File: src/rtl/led_tick_ctrl.sv
// Purpose: LED shifter control. Debounces four keys, turns presses into run/speed/dir
//          commands and emits a one-cycle tick at the selected rate.
// Latency: steady key edge -> key_evt_o = 2 + DB_CNT + 1 cycles; command visible one cycle later.
// Backpressure: none. tick_o is a free-running strobe and the shifter must accept every one.
//
// Ports:
//   clk        system clock
//   reset_n    asynchronous active-low reset
//   key_n_i    raw board keys, active-low, asynchronous to clk
//   tick_o     one-cycle strobe, one per period while running
//   dir_o      0 = shift left, 1 = shift right
//   run_o      1 = ticking, 0 = paused
//   speed_o    rate select, period = BASE_CNT >> speed
//   key_evt_o  one-cycle pulse per accepted press, bit i = key i
//
// Build option: define AUTO_REVERSE_EN to reverse dir automatically every REV_TICKS ticks.
// Key map: key0 run/pause, key1 faster, key2 slower, key3 reverse.
module led_tick_ctrl #(
    parameter int unsigned BASE_CNT  = 50000000,
    parameter int unsigned DB_CNT    = 1000000,
    parameter int unsigned REV_TICKS = 9
) (
    input  logic       clk,
    input  logic       reset_n,
    input  logic [3:0] key_n_i,
    output logic       tick_o,
    output logic       dir_o,
    output logic       run_o,
    output logic [1:0] speed_o,
    output logic [3:0] key_evt_o
);

    localparam int unsigned CNT_W = (BASE_CNT > 1) ? $clog2(BASE_CNT) : 1;
    localparam int unsigned DB_W  = (DB_CNT > 1) ? $clog2(DB_CNT) : 1;
    localparam logic [DB_W-1:0] DB_LAST = DB_W'(DB_CNT - 1);

    // ------------------------------------------------------------------
    // Two-flop synchronizer. Resets to released (1) so that reset does not
    // look like a press to the debouncer.
    // ------------------------------------------------------------------
    logic [3:0] key_meta_q;
    logic [3:0] key_sync_q;

    always_ff @(posedge clk or negedge reset_n) begin
        if (!reset_n) begin
            key_meta_q <= '1;
            key_sync_q <= '1;
        end else begin
            key_meta_q <= key_n_i;
            key_sync_q <= key_meta_q;
        end
    end

    // ------------------------------------------------------------------
    // Debouncer: the synced level must disagree with the stable level for
    // DB_CNT consecutive cycles before it is accepted. Any agreement in
    // between restarts the count, so short glitches are ignored.
    // ------------------------------------------------------------------
    logic [DB_W-1:0] db_cnt_q [4];
    logic [DB_W-1:0] db_cnt_d [4];
    logic [3:0]      stable_q;
    logic [3:0]      stable_d;
    logic [3:0]      stable_dly_q;
    logic [3:0]      key_evt_q;
    logic [3:0]      key_evt_d;

    always_comb begin
        stable_d = stable_q;
        for (int i = 0; i < 4; i++) begin
            db_cnt_d[i] = '0;
            if (key_sync_q[i] != stable_q[i]) begin
                if (db_cnt_q[i] == DB_LAST) begin
                    stable_d[i] = key_sync_q[i];
                end else begin
                    db_cnt_d[i] = db_cnt_q[i] + DB_W'(1);
                end
            end
        end
        // Press = stable falling edge; release produces nothing.
        key_evt_d = stable_dly_q & ~stable_q;
    end

    always_ff @(posedge clk or negedge reset_n) begin
        if (!reset_n) begin
            for (int i = 0; i < 4; i++) begin
                db_cnt_q[i] <= '0;
            end
            stable_q     <= '1;
            stable_dly_q <= '1;
            key_evt_q    <= '0;
        end else begin
            for (int i = 0; i < 4; i++) begin
                db_cnt_q[i] <= db_cnt_d[i];
            end
            stable_q     <= stable_d;
            stable_dly_q <= stable_q;
            key_evt_q    <= key_evt_d;
        end
    end

    // ------------------------------------------------------------------
    // Command decode from the registered press pulses. key1 and key2 in
    // the same cycle cancel. A press at the saturation limit is a no-op
    // and must not disturb the tick phase.
    // ------------------------------------------------------------------
    logic       run_q;
    logic       run_d;
    logic [1:0] speed_q;
    logic [1:0] speed_d;
    logic       speed_inc;
    logic       speed_dec;
    logic       speed_chg;

    always_comb begin
        speed_inc = key_evt_q[1] & ~key_evt_q[2] & (speed_q != 2'd3);
        speed_dec = key_evt_q[2] & ~key_evt_q[1] & (speed_q != 2'd0);
        speed_chg = speed_inc | speed_dec;
        speed_d   = speed_q;
        if (speed_inc) begin
            speed_d = speed_q + 2'd1;
        end else if (speed_dec) begin
            speed_d = speed_q - 2'd1;
        end
        run_d = run_q ^ key_evt_q[0];
    end

    // ------------------------------------------------------------------
    // Tick counter: counts 0..P-1 with P = BASE_CNT >> speed. It follows
    // the run level from before a key0 edge, so the pause edge still counts
    // and the resume edge does not. A real speed change restarts the period.
    // ------------------------------------------------------------------
    logic [CNT_W-1:0] tick_cnt_q;
    logic [CNT_W-1:0] tick_cnt_d;
    logic             tick_q;
    logic             tick_d;
    logic [31:0]      per_m1;
    logic             at_end;

    always_comb begin
        per_m1     = (32'(BASE_CNT) >> speed_q) - 32'd1;
        at_end     = (32'(tick_cnt_q) == per_m1);
        tick_cnt_d = tick_cnt_q;
        tick_d     = 1'b0;
        if (speed_chg) begin
            tick_cnt_d = '0;
        end else if (run_q) begin
            if (at_end) begin
                tick_d     = 1'b1;
                tick_cnt_d = '0;
            end else begin
                tick_cnt_d = tick_cnt_q + CNT_W'(1);
            end
        end
    end

    // ------------------------------------------------------------------
    // Direction.
    // ------------------------------------------------------------------
    logic dir_q;
    logic dir_d;

`ifdef AUTO_REVERSE_EN
    localparam int unsigned REV_W = $clog2(REV_TICKS + 1);
    localparam logic [REV_W-1:0] REV_LAST = REV_W'(REV_TICKS - 1);

    logic [REV_W-1:0] rev_cnt_q;
    logic [REV_W-1:0] rev_cnt_d;

    // A manual reversal restarts the ping-pong count; if it lands on the
    // same tick as an automatic reversal, dir flips only once.
    always_comb begin
        dir_d     = dir_q;
        rev_cnt_d = rev_cnt_q;
        if (key_evt_q[3]) begin
            dir_d     = ~dir_q;
            rev_cnt_d = '0;
        end else if (tick_d) begin
            if (rev_cnt_q == REV_LAST) begin
                dir_d     = ~dir_q;
                rev_cnt_d = '0;
            end else begin
                rev_cnt_d = rev_cnt_q + REV_W'(1);
            end
        end
    end

    always_ff @(posedge clk or negedge reset_n) begin
        if (!reset_n) begin
            rev_cnt_q <= '0;
        end else begin
            rev_cnt_q <= rev_cnt_d;
        end
    end
`else
    always_comb begin
        dir_d = dir_q ^ key_evt_q[3];
    end
`endif

    always_ff @(posedge clk or negedge reset_n) begin
        if (!reset_n) begin
            run_q      <= 1'b1;
            speed_q    <= 2'd0;
            dir_q      <= 1'b0;
            tick_cnt_q <= '0;
            tick_q     <= 1'b0;
        end else begin
            run_q      <= run_d;
            speed_q    <= speed_d;
            dir_q      <= dir_d;
            tick_cnt_q <= tick_cnt_d;
            tick_q     <= tick_d;
        end
    end

    assign tick_o    = tick_q;
    assign dir_o     = dir_q;
    assign run_o     = run_q;
    assign speed_o   = speed_q;
    assign key_evt_o = key_evt_q;

endmodule
File: config.mk
export PLATFORM = sky130hd
export DESIGN_NAME = led_tick_ctrl
export DESIGN_NICKNAME = d
export VERILOG_FILES = /design/src/rtl/led_tick_ctrl.sv
export SDC_FILE = /design/constraint.sdc
export NUM_CORES = 1
export LEC_CHECK = 0
export CAP_MARGIN = 20
export CORE_MARGIN = 4
export CORE_UTILIZATION = 55
export CTS_CLUSTER_DIAMETER = 80
export DETAILED_ROUTE_END_ITERATION = 10
export HOLD_SLACK_MARGIN = 0.02
export PLACE_DENSITY = 0.75
export SKIP_CTS_REPAIR_TIMING = 1
export SYNTH_ARGS = -nofsm -noshare
export SYNTH_HDL_FRONTEND = slang
export SYNTH_SLANG_ARGS = --single-unit
File: constraint.sdc
create_clock -name clk -period 1.9 [get_ports clk]
set_input_delay 0.38 -clock clk [delete_from_list [all_inputs] [get_ports clk]]
set_output_delay 0.38 -clock clk [all_outputs]
set_load 0.005 [all_outputs]
**Signal metal coverage by tile**

The die is cut into 23 by 23 equal tiles; dark blue is low, red is high, scaled to the fullest tile. Values are wire area over tile area, all layers added.
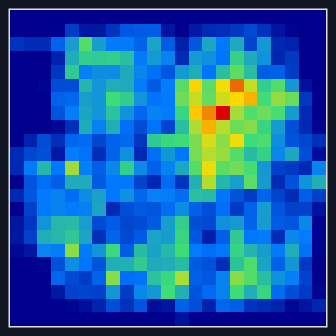
The densest ninth of the die: middle. The fullest tile reaches 0.67. 20% of the tiles are nearly empty. 11% of the tiles are over half the peak.

**Signal wires on met4**

Cells faint in the background.
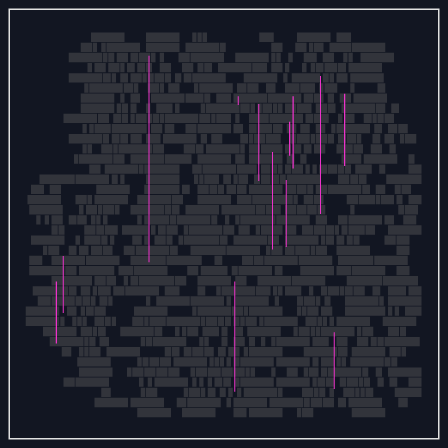
The layer carries 280 µm of wire. The wires run mostly vertical. 11 nets have wire on it. The longest straight run is 55.1 µm. The layer holds 2.1% of the routed length.

**Clock nets**

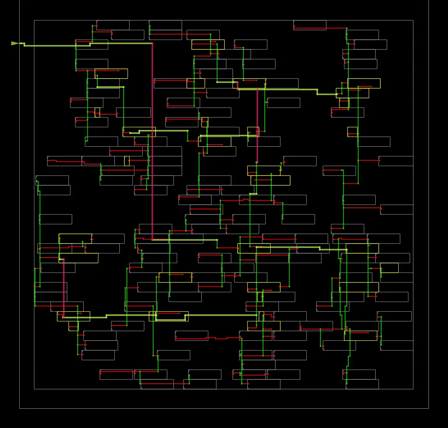
Clk. pwr: 3.27 mW
FF+latch count: 131
worst-skew pair later-pin latency: 410 ps

==> CHANGELOG.md <==
### Physical design

- Finish-stage setup viols: 25
- Place WS: -156 ps
- Final min period: 2080 ps
- Worst hold path class: flip-flop to flip-flop
- Total wire length: 13,100 µm
- Slew Viols, Final: 0
- Drt initial violations: 286
- HP Start: key_meta_q[1]
- Critical Path Max Stage Delay: 450 ps
- Drt first pass iters: 5
- Top Metal Used: met4
- CTS tree: yes
- Clock Tree Root: clkbuf_16
- Critical Path Source Type: flip-flop
- Layout Utilization: 71.0%
- Worst hold path stage count: 0
- Initial antenna violation count: 0
- Nets: 721
- Sequential Power Share: 45.4%
- Synth unique cells: 53
- Synth area leaders: dfrtp_1, xnor2_1, nor2_1
- Combinational power: 164 µW
- Failing checks: negative setup slack
- PnR worst setup slack: -180 ps
- Buf/Inv on CP: 3
- Top cell excl fill/tap: dfrtp_1
- Yosys warning tally: 0
- Reg2reg setup slack: -180 ps
- Synth Cell Area: 6270 µm²
- Fin crit share: 109%
- Switch share: 20.2%
- Synthesized registers: 131
- Crit path kind: flip-flop to flip-flop
- Top Layout Cells: dfrtp_1, nor2_1, xnor2_1
- Cell Chain, Critical Path: buf_2 -> nor3b_1 -> a21oi_1 -> a211oi_2 -> nand4_1 -> o21ai_2 -> buf_4 -> buf_8 -> nor2_4
- Via count: 4,777
- Placer Congestion: 0.947
- Combinational fraction of design power: 2.6%
- Outcome: complete, but fails checks
- Async set or reset register ratio after synthesis: 100%
- FP Util: 57.1%
- CTS Sinks: 131
- Unrepaired setup endpoints after global routing: yes
- Synthesis area per yosys: 6270 µm²
- Int Pwr: 5.02 mW
- Clock Skew: 8.35 ps
- Die height: 115 µm
- Worst-case reg-to-reg path depth: 9
- Cell type with the largest total area: dfrtp_1
- Worst Tran Pin Value: 398 ps
**Cells coloured by class**

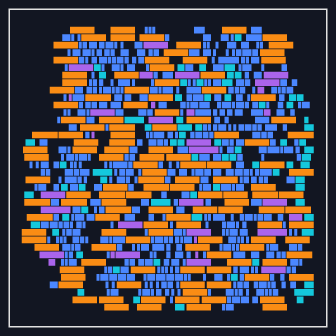
Cyan stands for other buffers and delay cells, cells 72. Blue stands for all other logic, cells 488. Orange stands for flip-flops, cells 131. Purple stands for clock drivers and dummy loads, cells 32.

**Clock network drawn from the DEF**

Bar = 20 µm.
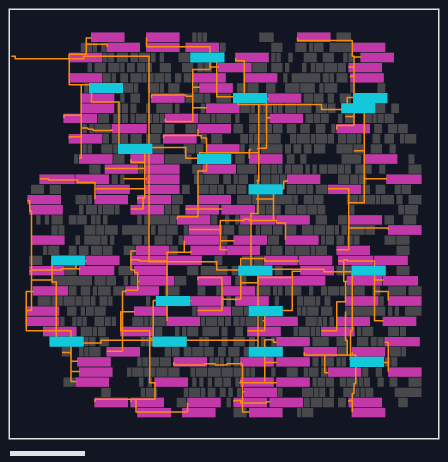
Orange stands for clock wires, length 1,550 µm. Cyan stands for cells driving clock nets, count 17. Magenta stands for flip-flops, count 131.
There are 18 routed clock nets.

state kept, by name (all words and copies together) (netlist names):
name	count
run_o	1
stable_q	4
key_meta_q	4
key_sync_q	4
dir_o	1
stable_dly_q	4
tick_o	1
tick_cnt_q	26
db_cnt_q	80
key_evt_o	4
speed_o	2
per-stage QoR:
step                      hold slack, ps  area (µm²)  TNS, ps  power [mW]  cells
after floorplan                     84.4        6300    -1430        2.96    636
after CTS                           -148        7560    -3040        6.34    855
after global placement               291        6960    -1080        3.06    823
after global routing                 356        7800    -4670        6.51    863
after detailed placement             296        6960    -2270        3.06    823
final                                356        7800    -2940        6.28    863
cell type report:
class                           instances  area (µm²)  share of cell area [%]
Clock buffer                           23         468                    6.00
Clock inverter                          9         131                    1.69
Inverter                               18        67.6                   0.867
Multi-Input combinational cell        470        3010                    38.6
Sequential cell                       131        3300                    42.3
Tap cell                              140         175                    2.25
Timing Repair Buffer                   72         644                    8.27
worst max-delay path by stage:
stage                  startpoint        endpoint  slack (ps)  cells past startpoint
floorplan           tick_cnt_q[9]  tick_cnt_q[23]        -140                      7
global placement       speed_o[0]          tick_o        -110                      6
detailed placement     speed_o[0]          tick_o        -160                      6
CTS                    speed_o[1]      speed_o[1]        -230                      2
global route           speed_o[1]  tick_cnt_q[16]        -240                     10
finish                 speed_o[1]  tick_cnt_q[16]        -180                      9
cell families after synthesis:
| kind of cell | count (synthesis) | synth area share, % |
|---|---|---|
| AOI/OAI and AO/OA | 46 | 4.63 |
| xor gates and xnor gates | 97 | 13.6 |
| adders and majority gates | 5 | 0.998 |
| buffers and inverters | 35 | 2.22 |
| DFF | 131 | 52.6 |
| muxes | 5 | 0.878 |
| and+or+nand+nor | 317 | 25.1 |
No activity file was given, so power comes from the tool's default toggle rates.
